==> images/density.png <==
The bar under the picture is 50 um long. 13 x 13 tiles, from dark blue (low) to red (high), 0 to 100% covered.
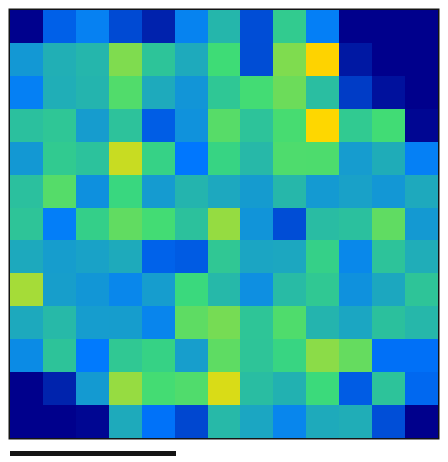
==> images/met1.png <==
Cells faint in the background.
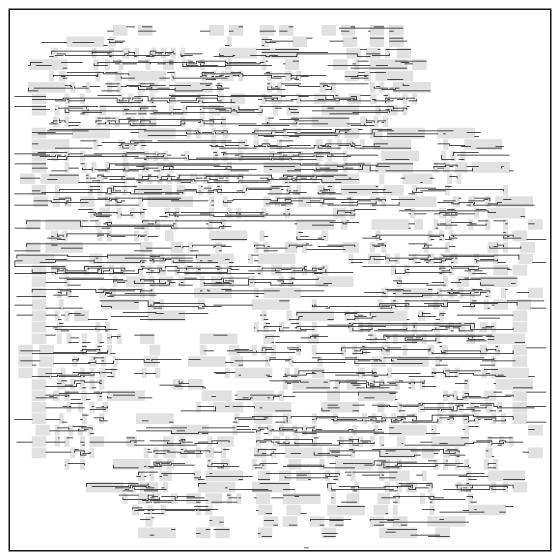
===== config.mk =====
export PLATFORM = sky130hd
export DESIGN_NAME = pipe_hazard_ctrl
export DESIGN_NICKNAME = d
export VERILOG_FILES = /design/src/rtl/pipe_hazard_ctrl_pkg.sv /design/src/rtl/pipe_hazard_ctrl_load_use_detect.sv /design/src/rtl/pipe_hazard_ctrl.sv
export SDC_FILE = /design/constraint.sdc
export NUM_CORES = 1
export LEC_CHECK = 0
export ABC_AREA = 1
export CELL_PAD_IN_SITES_DETAIL_PLACEMENT = 1
export CELL_PAD_IN_SITES_GLOBAL_PLACEMENT = 2
export CORE_UTILIZATION = 30
export CTS_CLUSTER_DIAMETER = 50
export DETAILED_ROUTE_END_ITERATION = 8
export PLACE_DENSITY = 0.82
export SLEW_MARGIN = 5
export SYNTH_ARGS = -nofsm -noshare
export SYNTH_HDL_FRONTEND = slang
export SYNTH_SLANG_ARGS = --single-unit

===== constraint.sdc =====
create_clock -name clk -period 6.4 [get_ports clk]
set_clock_uncertainty 0.1 [all_clocks]
set_input_delay 0.96 -clock clk [delete_from_list [all_inputs] [get_ports clk]]
set_output_delay 0.96 -clock clk [all_outputs]
set_load 0.005 [all_outputs]

===== src/rtl/pipe_hazard_ctrl_pkg.sv =====
// Shared types and constants for the pipeline hazard control slice.
package pipe_ctrl_pkg;

  typedef enum logic [1:0] {
    RUN      = 2'd0,
    MEM_WAIT = 2'd1,
    ERR      = 2'd2
  } state_t;

  // Instruction injected by a register flush (addi x0, x0, 0).
  localparam logic [31:0] NOP_INSTR = 32'h00000013;

  // DatatoReg write-back select; the memory encoding marks a load.
  localparam logic [1:0] DATATOREG_ALU = 2'b00;
  localparam logic [1:0] DATATOREG_MEM = 2'b01;

  // True when a used source register matches a destination register.
  function automatic logic src_hit(input logic       use_src,
                                   input logic [4:0] src,
                                   input logic [4:0] rd);
    return use_src && (src == rd);
  endfunction

endpackage


===== src/rtl/pipe_hazard_ctrl_load_use_detect.sv =====
// Combinational load-use comparator between the ID and EXE stages.
module load_use_detect
  import pipe_ctrl_pkg::*;
(
  input  logic [4:0] id_rs1,
  input  logic [4:0] id_rs2,
  input  logic       id_use_rs1,
  input  logic       id_use_rs2,
  input  logic [4:0] ex_rd,
  input  logic       ex_is_load,
  input  logic       ex_regwrite,
  output logic       lu
);

  // A load writing a non-zero register that ID reads must be waited for.
  always_comb begin
    lu = ex_is_load && ex_regwrite && (ex_rd != '0) &&
         (src_hit(id_use_rs1, id_rs1, ex_rd) || src_hit(id_use_rs2, id_rs2, ex_rd));
  end

endmodule


===== src/rtl/pipe_hazard_ctrl.sv =====
// Stall/flush sequencer for the 5-stage pipeline: load-use bubbles,
// branch redirects, and a memory-wait FSM with timeout.
module pipe_hazard_ctrl
  import pipe_ctrl_pkg::*;
#(
  parameter int unsigned MEM_TIMEOUT = 16,
  parameter int unsigned CNT_W       = 32
) (
  input  logic             clk,
  input  logic             rst,
  input  logic [4:0]       id_rs1,
  input  logic [4:0]       id_rs2,
  input  logic             id_use_rs1,
  input  logic             id_use_rs2,
  input  logic [4:0]       ex_rd,
  input  logic             ex_is_load,
  input  logic             ex_regwrite,
  input  logic             br_taken,
  input  logic             mem_req,
  input  logic             mem_ready,
  output logic             pc_ce,
  output logic             if_id_ce,
  output logic             if_id_flush,
  output logic             id_exe_ce,
  output logic             id_exe_flush,
  output logic             exe_mem_ce,
  output logic             mem_wb_ce,
  output logic             mem_err,
  output logic [CNT_W-1:0] stall_cnt,
  output logic [CNT_W-1:0] flush_cnt
);

  localparam int unsigned       WAIT_W    = $clog2(MEM_TIMEOUT + 1);
  localparam logic [WAIT_W-1:0] TIMEOUT_V = WAIT_W'(MEM_TIMEOUT);

  state_t            state;
  logic [WAIT_W-1:0] wait_cnt;
  logic              lu;
  logic              freeze;

  load_use_detect u_load_use_detect (
    .id_rs1      (id_rs1),
    .id_rs2      (id_rs2),
    .id_use_rs1  (id_use_rs1),
    .id_use_rs2  (id_use_rs2),
    .ex_rd       (ex_rd),
    .ex_is_load  (ex_is_load),
    .ex_regwrite (ex_regwrite),
    .lu          (lu)
  );

  // Outstanding data-memory access (or a dead memory) holds every stage.
  always_comb begin
    freeze = ((state == RUN) && mem_req && !mem_ready) ||
             ((state == MEM_WAIT) && !mem_ready) ||
             (state == ERR);
  end

  // Stage enables and flushes; freeze wins, then branch, then load-use.
  always_comb begin
    pc_ce        = 1'b0;
    if_id_ce     = 1'b0;
    if_id_flush  = 1'b0;
    id_exe_ce    = 1'b0;
    id_exe_flush = 1'b0;
    exe_mem_ce   = 1'b0;
    mem_wb_ce    = 1'b0;
    if (!rst && !freeze) begin
      pc_ce      = 1'b1;
      if_id_ce   = 1'b1;
      id_exe_ce  = 1'b1;
      exe_mem_ce = 1'b1;
      mem_wb_ce  = 1'b1;
      if (br_taken) begin
        // ID holds a wrong-path instruction, so its load-use match is moot.
        if_id_flush  = 1'b1;
        id_exe_flush = 1'b1;
      end else if (lu) begin
        pc_ce        = 1'b0;
        if_id_ce     = 1'b0;
        id_exe_flush = 1'b1;
      end
    end
  end

  // Memory wait FSM with timeout into a sticky error state.
  always_ff @(posedge clk or posedge rst) begin
    if (rst) begin
      state    <= RUN;
      wait_cnt <= '0;
      mem_err  <= 1'b0;
    end else begin
      case (state)
        RUN: begin
          if (mem_req && !mem_ready) begin
            state    <= MEM_WAIT;
            wait_cnt <= WAIT_W'(1);
          end
        end
        MEM_WAIT: begin
          if (mem_ready) begin
            state <= RUN;
          end else begin
            wait_cnt <= wait_cnt + 1'b1;
            if (wait_cnt + 1'b1 == TIMEOUT_V) begin
              state   <= ERR;
              mem_err <= 1'b1;
            end
          end
        end
        ERR:     state <= ERR;
        default: state <= RUN;
      endcase
    end
  end

  // Performance counters: stalled PC cycles and applied redirects.
  always_ff @(posedge clk or posedge rst) begin
    if (rst) begin
      stall_cnt <= '0;
      flush_cnt <= '0;
    end else begin
      if (!pc_ce) stall_cnt <= stall_cnt + 1'b1;
      if (!freeze && br_taken) flush_cnt <= flush_cnt + 1'b1;
    end
  end

endmodule


==> flow_summary.yaml <==
# flow metrics
status:
  status: "completed"
sta:
  setup_viol_count_final: 0
  finalCriticalPeriod_ns: 4.46
  relSlewSlack_pct: 34.8
yosys:
  xor_share_pct: 6.19
  syn_nets: 749
  topCellsByArea: "dfrtp_1 37%, nand2_1 24%, nor2_1 6.6%"
  common_cells: "308 x nand2_1, 85 x nor2_1, 72 x dfrtp_1, 65 x inv_1, 61 x nand3_1"
  synth_top_area_share_pct: 37.5
  fa_ha_area_share_pct: 0.781
cts:
  cts_tree: "done"
power:
  clk-power_mw: 0.529
  p_sw_mw: 0.228
cells_and_area:
  sh_seq_area_pct: 29.0
  stdcell_count: 1030
  lay_top_count: "nand2_1"
  buffer_area_share_pct: 15.5
  clockBufferCount: 13
  num-multi-input-gates: 565
place:
  place_congestion: 0.810
  pre_cts_slack_ns: 1.92
die:
  die.size.y_um: 129
setup_path:
  crit_path_end_kind: "output port"
  arrival_ns: 3.40
global_routing:
  grt_use_met3_pct: 3.53
routing:
  firstDrtPassIters: 4
Back to the opening pictures, density.png:
fullest tile: 76%
emptiest ninth of the die: north-east
mean over tiles: 36%
tiles over 75% full: 1.2%
nearly empty tiles: 7.7%

Back to the opening pictures, met1.png:
nets with wire on the layer: 767
wire length on this layer: 7410 um

==> flip-flops by register name, indices dropped and copies added, names as in the netlist <==
name       flops
mem_err        1
flush_cnt     32
wait_cnt       5
stall_cnt     32
state          2
==> critical path: stages <==
cell and delay, ns:
clkdlybuf4s50_1 0.45, inv_1 0.07, nand3_1 0.26, nand2_4 0.14
nor2_8 0.46, nand2_4 0.34, inv_1 0.18, clkdlybuf4s50_1 0.53
==> final timing paths <==
kind	from	endpoint	slack, ns	cells past startpoint
max	mem_ready	if_id_ce	1.94	8
min	mem_err	mem_err	0.38	1
max reg2reg	state[0]	stall_cnt[29]	4.29	10
min reg2reg	mem_err	mem_err	0.38	1
max in group asynchronous	rst	stall_cnt[22]	4.22	3
min in group asynchronous	rst	flush_cnt[2]	1.36	3
Power figures rest on the tool's default switching activity, not on a simulated workload.
